--- config.mk ---
export PLATFORM = sky130hd
export DESIGN_NAME = apb_master_bridge
export DESIGN_NICKNAME = d
export VERILOG_FILES = /design/src/rtl/apb_master_bridge.sv
export SDC_FILE = /design/constraint.sdc
export NUM_CORES = 1
export LEC_CHECK = 0
export CAP_MARGIN = 20
export CORE_MARGIN = 4
export CORE_UTILIZATION = 45
export CTS_BUF_LIST = sky130_fd_sc_hd__clkbuf_4 sky130_fd_sc_hd__clkbuf_8 sky130_fd_sc_hd__clkbuf_16
export CTS_CLUSTER_DIAMETER = 50
export CTS_CLUSTER_SIZE = 12
export DETAILED_ROUTE_END_ITERATION = 8
export PLACE_DENSITY = 0.88
export SYNTH_ARGS = -nofsm -noshare
export SYNTH_HDL_FRONTEND = slang
export SYNTH_SLANG_ARGS = --single-unit
--- constraint.sdc ---
create_clock -name pclk -period 2.6 [get_ports pclk]
set_input_delay 0.26 -clock pclk [delete_from_list [all_inputs] [get_ports pclk]]
set_output_delay 0.26 -clock pclk [all_outputs]
set_load 0.005 [all_outputs]
--- src/rtl/apb_master_bridge.sv ---
`default_nettype none
// ============================================================================
//  Module  : apb_master_bridge
//  Brief   : valid/ready command port to APB3 master, one transfer in flight,
//            with PREADY wait states, PSLVERR capture and an ACCESS watchdog.
//  Rev     : 1.0  initial release
// ============================================================================
module apb_master_bridge #(
   parameter int ADDR_WIDTH     = 8,
   parameter int DATA_WIDTH     = 32,
   parameter int TIMEOUT_CYCLES = 16
) (
   input  logic                  pclk,
   input  logic                  rstN,
   input  logic                  cmdValid,
   output logic                  cmdReady,
   input  logic                  cmdWrite,
   input  logic [ADDR_WIDTH-1:0] cmdAddr,
   input  logic [DATA_WIDTH-1:0] cmdWdata,
   output logic                  rspValid,
   output logic [DATA_WIDTH-1:0] rspRdata,
   output logic                  rspErr,
   output logic                  rspTimeout,
   output logic [ADDR_WIDTH-1:0] paddr,
   output logic                  psel,
   output logic                  penable,
   output logic                  pwrite,
   output logic [DATA_WIDTH-1:0] pwdata,
   input  logic [DATA_WIDTH-1:0] prdata,
   input  logic                  pready,
   input  logic                  pslverr
);

   localparam int c_WD_W = (TIMEOUT_CYCLES > 0) ? $clog2(TIMEOUT_CYCLES + 1) : 1;
   localparam logic [c_WD_W-1:0] c_WD_LIMIT = c_WD_W'(TIMEOUT_CYCLES);
   localparam bit c_WD_EN = (TIMEOUT_CYCLES > 0);

   typedef enum logic [1:0] {
      S_IDLE   = 2'd0,
      S_SETUP  = 2'd1,
      S_ACCESS = 2'd2,
      S_RESP   = 2'd3
   } state_t;

   state_t                r_state;
   logic [c_WD_W-1:0]     r_wd_cnt;
   logic                  r_cmd_ready;
   logic                  r_psel;
   logic                  r_penable;
   logic                  r_pwrite;
   logic [ADDR_WIDTH-1:0] r_paddr;
   logic [DATA_WIDTH-1:0] r_pwdata;
   logic                  r_rsp_valid;
   logic [DATA_WIDTH-1:0] r_rsp_rdata;
   logic                  r_rsp_err;
   logic                  r_rsp_timeout;

   logic [c_WD_W-1:0]     w_wd_next;
   logic                  w_wd_expire;

   assign w_wd_next   = r_wd_cnt + 1'b1;
   // Expiry is judged on the count this ACCESS cycle would complete.
   assign w_wd_expire = c_WD_EN && (w_wd_next == c_WD_LIMIT);

   always_ff @(posedge pclk or negedge rstN) begin
      if (!rstN) begin
         r_state       <= S_IDLE;
         r_wd_cnt      <= '0;
         r_cmd_ready   <= 1'b1;
         r_psel        <= 1'b0;
         r_penable     <= 1'b0;
         r_pwrite      <= 1'b0;
         r_paddr       <= '0;
         r_pwdata      <= '0;
         r_rsp_valid   <= 1'b0;
         r_rsp_rdata   <= '0;
         r_rsp_err     <= 1'b0;
         r_rsp_timeout <= 1'b0;
      end else begin
         r_rsp_valid <= 1'b0;
         case (r_state)
            S_IDLE: begin
               if (cmdValid && r_cmd_ready) begin
                  r_paddr     <= cmdAddr;
                  r_pwrite    <= cmdWrite;
                  r_pwdata    <= cmdWrite ? cmdWdata : '0;
                  r_psel      <= 1'b1;
                  r_cmd_ready <= 1'b0;
                  r_wd_cnt    <= '0;
                  r_state     <= S_SETUP;
               end
            end
            S_SETUP: begin
               r_penable <= 1'b1;
               r_state   <= S_ACCESS;
            end
            S_ACCESS: begin
               // A ready slave wins over a watchdog expiring on the same edge.
               if (pready) begin
                  r_rsp_rdata   <= r_pwrite ? '0 : prdata;
                  r_rsp_err     <= pslverr;
                  r_rsp_timeout <= 1'b0;
                  r_psel        <= 1'b0;
                  r_penable     <= 1'b0;
                  r_rsp_valid   <= 1'b1;
                  r_state       <= S_RESP;
               end else if (w_wd_expire) begin
                  r_rsp_rdata   <= '0;
                  r_rsp_err     <= 1'b1;
                  r_rsp_timeout <= 1'b1;
                  r_psel        <= 1'b0;
                  r_penable     <= 1'b0;
                  r_rsp_valid   <= 1'b1;
                  r_state       <= S_RESP;
               end else begin
                  r_wd_cnt <= w_wd_next;
               end
            end
            S_RESP: begin
               r_cmd_ready <= 1'b1;
               r_state     <= S_IDLE;
            end
            default: begin
               r_psel      <= 1'b0;
               r_penable   <= 1'b0;
               r_cmd_ready <= 1'b1;
               r_state     <= S_IDLE;
            end
         endcase
      end
   end

   assign cmdReady   = r_cmd_ready;
   assign psel       = r_psel;
   assign penable    = r_penable;
   assign pwrite     = r_pwrite;
   assign paddr      = r_paddr;
   assign pwdata     = r_pwdata;
   assign rspValid   = r_rsp_valid;
   assign rspRdata   = r_rsp_rdata;
   assign rspErr     = r_rsp_err;
   assign rspTimeout = r_rsp_timeout;

endmodule
`default_nettype wire

==> impl_metrics.csv, run 1 <==
group,metric,value,unit
critical_path,rrSetupSlack,680,ps
logic_synthesis,syn_avg_cell_area,11.32,um^2
critical_path,crit_cells,6,
pwr,p_comb_frac,0.423,
min_path,min_to,"pwdata[18]",
sta,fin_tns_setup,0,ps
logic_synthesis,synth-async-reset-ratio,1.000,
clock_tree,numCtsBuffers,9,
floorplan,tap_cells,99,
clock_tree,cts_setup_buffers,0,
floorplan,coreArea,7331,um^2
sta,fin_crit,1915,ps
critical_path,slowest_stage,"ha_1",
floorplan,die_x,95.32,um
clock_tree,cts_root_buffer,"clkbuf_8",
layout,antenna_cells,0,
pwr,p_sw,1738,uW
global_routing,antenna_found_initial,0,
critical_path,ff2ff_path_depth,6,
logic_synthesis,postSynthSeqShare,0.6276,
pwr,clkPwrFrac,0.171,
critical_path,crit_buf_inv,2,
floorplan,die_h,95.32,um
global_routing,busiest_layer,"met2",
logic_synthesis,ys_sh_aoi,0.1732,
layout,buf_share,0.3069,
floorplan,initCoreUtil,0.4680,
sta,finalMaxSlewViolations,0,
layout,seq-cell-share,0.4069,
run,warning_count,28,
clock_tree,cts_resized,0,
sta,fin_hold_ws,453.2,ps
pwr,pg_clk,962,uW
placed_design,portBuffers,156,
placed_design,post-place-cells,543,
logic_synthesis,synth-xor-area-share,0,
clock_tree,clkLatencyLatePin,350,ps
sta,relSlewSlack,0.5029,
min_path,hold_class,"in2reg",
outcome,status,"finished, final reports clean",
logic_synthesis,area_leaders,"dfrtp_1 (62%), a22o_1 (8.4%), nand2_1 (7.7%)",
global_routing,met2_usage,0.3306,
clock_tree,cts_max_path_buffers,2,
global_routing,grtUsageMet1,0.2669,
global_routing,grt_pass1_vias,2991,
critical_path,crit_family,"AND-OR/OR-AND gates",
placed_design,dp_hpwl,6831,um
pwr,power.group.top,"combinational cells",
logic_synthesis,synth_area,3431,um^2
sta,layout_setup_ws,684.7,ps
floorplan,die_area,9085,um^2
drt,topRoutingLayerUsed,"met4",
logic_synthesis,top_area_frac,0.6200,
drt,ant_nets,0,
drt,wl,9288,um
logic_synthesis,topCombFamilyByArea,"AND-OR/OR-AND gates",
critical_path,cp_max_fo,12,
logic_synthesis,adder_share,0.01459,
clock_tree,cts_tree,"done",
logic_synthesis,yosys_area,3431,um^2
clock_tree,htreeDepth,3,
min_path,hold_depth,3,
min_path,min_from,"cmdWdata[18]",
critical_path,startpoint_type,"register",
layout,final_nets,538,
drt,drc,0,
sta,fmax,522.1,MHz
drt,via_per_inst,5.232,
global_routing,grt_overflow,0,
sta,clock_skew,9.418,ps
sta,worst_pin_slew,743.3,ps
pwr,comb_power,2380,uW
pwr,report.power.total,5628,uW
global_routing,grtUsageMet3,0.07972,
logic_synthesis,edf_count,0,
layout,comb_area,1159,um^2
layout,lay_top_cells,"clkdlybuf4s50_1 (155), dfrtp_1 (85), nand2_1 (70), o21ai_1 (37), a22o_1 (33)",
placed_design,placed_area,5076,um^2
placed_design,gp_congestion,0.8425,
pwr,p_leak,0.002309,uW
logic_synthesis,yosysWarnings,0,
pwr,p_seq,2280,uW
Figure 1. M3 wires (run 1).
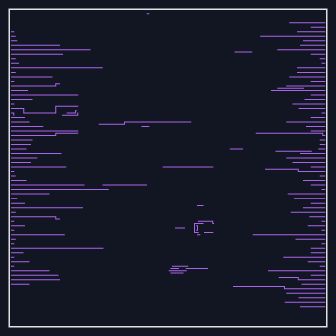
The layer holds 12% of the routed length. The wires run mostly horizontal. 139 nets have wire on it. The longest straight run is 29.2 um.

Figure 2. Placed standard cells (run 1).
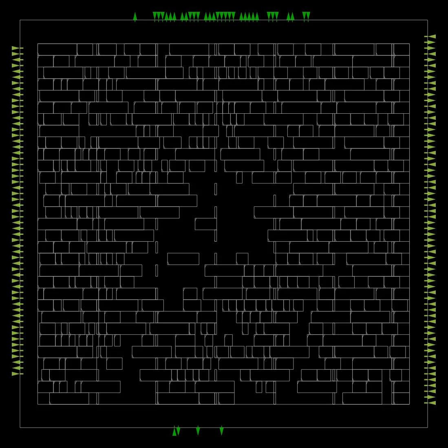
post-route insts no fill: 560
Final Util: 0.7220
Fill cells: 516

Figure 3. Routed metal per tile (run 1).
The die is cut into 19 by 19 equal tiles; black is low, pale yellow is high, scaled to the fullest tile. Values are wire area over tile area, all layers added.
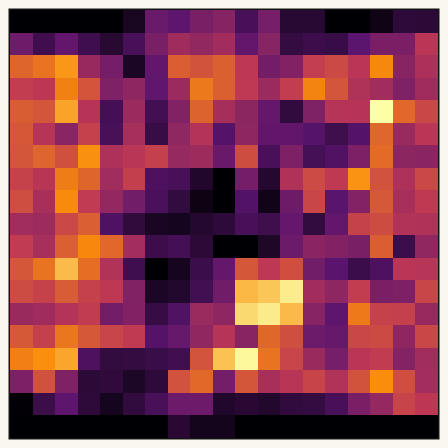
8.0% of the tiles are nearly empty. The mean over all tiles is 0.17. The emptiest ninth of the die: center. The fullest tile reaches 0.46. The densest ninth of the die: west.
Wirelength per Cell: 16.59 um
routed via count: 2930

Figure 4. Sequential cells colored by netlist name (run 1).
Other sequential cells in the stronger gray, the rest of the logic in the fainter gray.
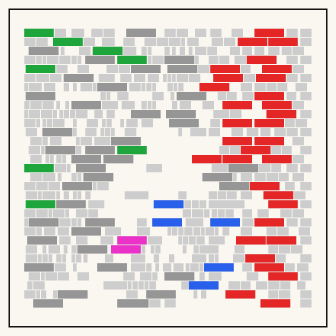

==> inputs of run 2 (changes only) <==
- CORE_UTILIZATION: 45 -> 37
- PLACE_DENSITY: 0.88 -> 0.78
- clock period: 2.6 -> 1.7 ns (I/O delays scaled with it)
Figure 5. Sequential cells colored by netlist name (run 2).
Other sequential cells in the stronger gray, the rest of the logic in the fainter gray.
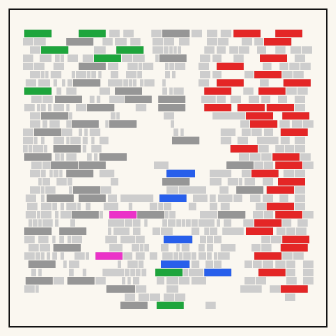
paddr: in green, sequential cells 8. r_state: in magenta, sequential cells 2. rspRdata: in red, sequential cells 32. r_wd_cnt: in blue, sequential cells 5.
Final Util: 0.6283
sequential portion of the cell area: 0.3861
sequential logic power: 3470 uW
Sequential Area: 2157 um^2

Figure 6. Routed metal per tile (run 2).
The die is cut into 21 by 21 equal tiles; black is low, pale yellow is high, scaled to the fullest tile. Values are wire area over tile area, all layers added.
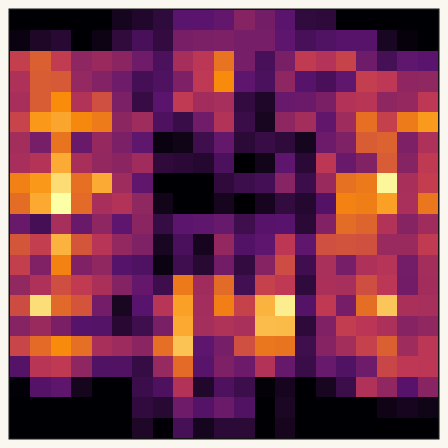
The emptiest ninth of the die: center. The densest ninth of the die: west. 23% of the tiles are over half the peak. 12% of the tiles are nearly empty. The mean over all tiles is 0.15. The fullest tile reaches 0.43.
GRT Overall Usage: 0.1736
Wirelength per Cell: 16.13 um
routed via count: 2899
Routed WL: 9530 um

==> run 2 against run 1 <==
Effect of this change: via count shrank 1.1%; worst hold slack lost 94 ps; sequential cell count is the same; critical endpoint is now r_wd_cnt[0]; largest cell class unchanged; non-clock buffer count grew 21; highest routed layer unchanged.
==> impl_metrics.csv, run 2 <==
group,metric,value,unit
outcome,status,"finished, final reports clean",
clock_tree,cts.sinks,86,
logic_synthesis,synth-async-reset-ratio,1.000,
logic_synthesis,synth-xor-area-share,0,
floorplan,coreArea,8891,um^2
clock_tree,cts_setup_buffers,0,
critical_path,rrSetupSlack,6,ps
clock_tree,cts_resized,1,
clock_tree,clkLatencyLatePin,350,ps
logic_synthesis,synth_area,3431,um^2
pwr,clkPwrFrac,0.180,
critical_path,cp_max_fo,4,
layout,nFlopsAndLatches,86,
pwr,report.power.total,9043,uW
clock_tree,cts_tree,"done",
logic_synthesis,yosysWarnings,0,
sta,worst_pin_slew,546.8,ps
layout,fin_cells,591,
global_routing,busiest_layer,"met2",
placed_design,placed_area,5220,um^2
placed_design,post-place-cells,568,
pwr,p_comb_frac,0.436,
min_path,min_to,"pwdata[11]",
floorplan,tap_cells,108,
pwr,p_leak,0.002428,uW
run,warning_count,30,
floorplan,die_x,104.3,um
critical_path,startpoint_type,"register",
sta,fin_hold_ws,359.5,ps
min_path,min_from,"cmdWdata[11]",
pwr,pg_clk,1630,uW
placed_design,dp_hpwl,6999,um
placed_design,gp_congestion,0.7539,
global_routing,grtUsageMet1,0.2226,
layout,comb_area,1230,um^2
floorplan,die_h,104.3,um
drt,ant_nets,0,
pwr,comb_power,3940,uW
logic_synthesis,ys_sh_aoi,0.1732,
clock_tree,cts_root_buffer,"clkbuf_8",
layout,drive_gt1_frac,0.1284,
clock_tree,numCtsBuffers,9,
sta,relSlewSlack,0.6355,
global_routing,grtUsageMet3,0.07511,
global_routing,antenna_found_initial,0,
global_routing,met2_usage,0.2666,
placed_design,portBuffers,156,
sta,finalMaxSlewViolations,0,
layout,lay_top_cells,"clkdlybuf4s50_1 (155), dfrtp_1 (82), nand2_1 (69), o21ai_1 (37), a22o_1 (33)",
sta,fin_tns_setup,0,ps
min_path,hold_depth,3,
pwr,p_sw,2731,uW
drt,topRoutingLayerUsed,"met4",
floorplan,die_area,10880,um^2
layout,nFillCells,723,
global_routing,grt_pass1_vias,3010,
logic_synthesis,top_area_frac,0.6200,
sta,fmax,590.5,MHz
logic_synthesis,syn_avg_cell_area,11.32,um^2
sta,fin_crit,1694,ps
floorplan,initCoreUtil,0.3859,
drt,drc,0,
logic_synthesis,adder_share,0.01459,
pwr,power.group.top,"combinational cells",
logic_synthesis,postSynthSeqShare,0.6276,
min_path,hold_class,"in2reg",
==> inputs of run 3 (changes only) <==
- CAP_MARGIN: 20 -> 30
Figure 7. Nets reached from selected ports (run 3).
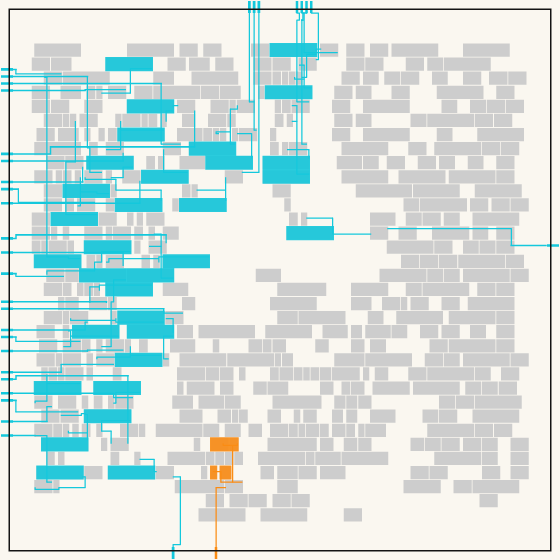
pwdata: in cyan, bits 32, direction output, edge 23 west, 7 north, 1 south, 1 east, end cells 32, wire 1190 um. cmdValid: in orange, bits 1, direction input, edge south, end cells 4, wire 31.8 um.

==> run 3 against run 2 <==
Effect of this change: count of clock-buffer cells in the layout is the same; combinational power hardly changed; area after synthesis stayed put; power is the same; clock power is essentially flat; register-to-register slack about the same; cell area unchanged; critical endpoint unchanged.
==> impl_metrics.csv, run 3 <==
group,metric,value,unit
sta,fmax,590.5,MHz
drt,ant_nets,0,
critical_path,crit_buf_inv,2,
min_path,hold_class,"in2reg",
sta,fin_tns_setup,0,ps
layout,syn_to_final_growth,62.84,%
clock_tree,cts_max_path_buffers,2,
logic_synthesis,edf_count,0,
logic_synthesis,synth_area,3431,um^2
floorplan,die_h,104.3,um
layout,fin_cells,591,
layout,lay_top_cells,"clkdlybuf4s50_1 (155), dfrtp_1 (82), nand2_1 (69), o21ai_1 (37), a22o_1 (33)",
critical_path,ff2ff_path_depth,7,
clock_tree,clkLatencyLatePin,350,ps
sta,fin_hold_ws,359.5,ps
floorplan,coreArea,8891,um^2
logic_synthesis,yosys_area,3431,um^2
floorplan,initCoreUtil,0.3859,
layout,antenna_cells,0,
layout,comb_area,1230,um^2
global_routing,grt_pass1_vias,3010,
clock_tree,cts_root_buffer,"clkbuf_8",
logic_synthesis,top_area_frac,0.6200,
critical_path,cp_max_fo,4,
sta,clock_skew,11.38,ps
min_path,min_to,"pwdata[11]",
drt,via_per_inst,4.905,
layout,nMultiInputCombCells,192,
clock_tree,cts_resized,1,
layout,flop_area,2157,um^2
clock_tree,cts.sinks,86,
global_routing,met2_usage,0.2666,
pwr,p_seq,3470,uW
logic_synthesis,synth-async-reset-ratio,1.000,
global_routing,busiest_layer,"met2",
sta,fin_crit,1694,ps
placed_design,placed_area,5220,um^2
drt,vias,2899,
sta,relSlewSlack,0.6355,
floorplan,die_x,104.3,um
global_routing,track_usage,0.1736,
placed_design,post-place-cells,568,
drt,wl_met1,4051,um
drt,wl_met3,999,um
clock_tree,htreeDepth,3,
drt,drc,0,
critical_path,rrSetupSlack,6,ps
pwr,report.power.total,9043,uW
layout,final_nets,560,
layout,final_util,0.6283,
clock_tree,cts_tree,"done",
layout,drive_gt1_frac,0.1284,
placed_design,gp_congestion,0.7539,
critical_path,slowest_stage,"or4_1",
sta,worst_pin_slew,546.8,ps
layout,nFillCells,723,
pwr,pg_clk,1630,uW
critical_path,crit_cells,7,
floorplan,tap_cells,108,
sta,finalMaxSlewViolations,0,
run,warning_count,30,
outcome,status,"finished, final reports clean",
drt,topRoutingLayerUsed,"met4",
layout,nClkBuffers,10,
layout,seq-cell-share,0.3861,
logic_synthesis,synth-xor-area-share,0,
pwr,power.group.top,"combinational cells",
floorplan,die_area,10880,um^2
layout,buf_share,0.3232,
layout,nFlopsAndLatches,86,
layout,n_all_buffers,182,
pwr,p_leak,0.002428,uW
global_routing,antenna_found_initial,0,
clock_tree,cts_setup_buffers,0,
logic_synthesis,adder_share,0.01459,
sta,layout_setup_ws,6.392,ps
min_path,min_from,"cmdWdata[11]",
drt,wire_per_inst,16.13,um
placed_design,dp_hpwl,6999,um
logic_synthesis,area_leaders,"dfrtp_1 (62%), a22o_1 (8.4%), nand2_1 (7.7%)",
pwr,p_comb_frac,0.436,
logic_synthesis,yosysWarnings,0,
logic_synthesis,ys_sh_aoi,0.1732,
placed_design,portBuffers,156,
pwr,comb_power,3940,uW
logic_synthesis,syn_avg_cell_area,11.32,um^2
pwr,clkPwrFrac,0.180,
min_path,hold_depth,3,
logic_synthesis,postSynthSeqShare,0.6276,
critical_path,startpoint_type,"register",
pwr,p_sw,2731,uW
Figure 8. M3 wires (run 3).
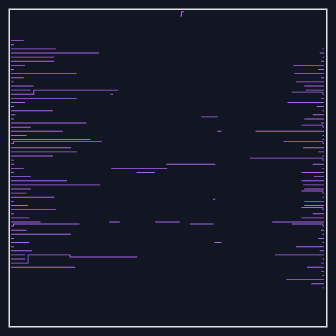
The wires run mostly horizontal. 119 nets have wire on it. The layer holds 10% of the routed length. The layer carries 999 um of wire.
M3 GR Usage: 0.07511

Power is estimated from default activity; no workload was simulated.
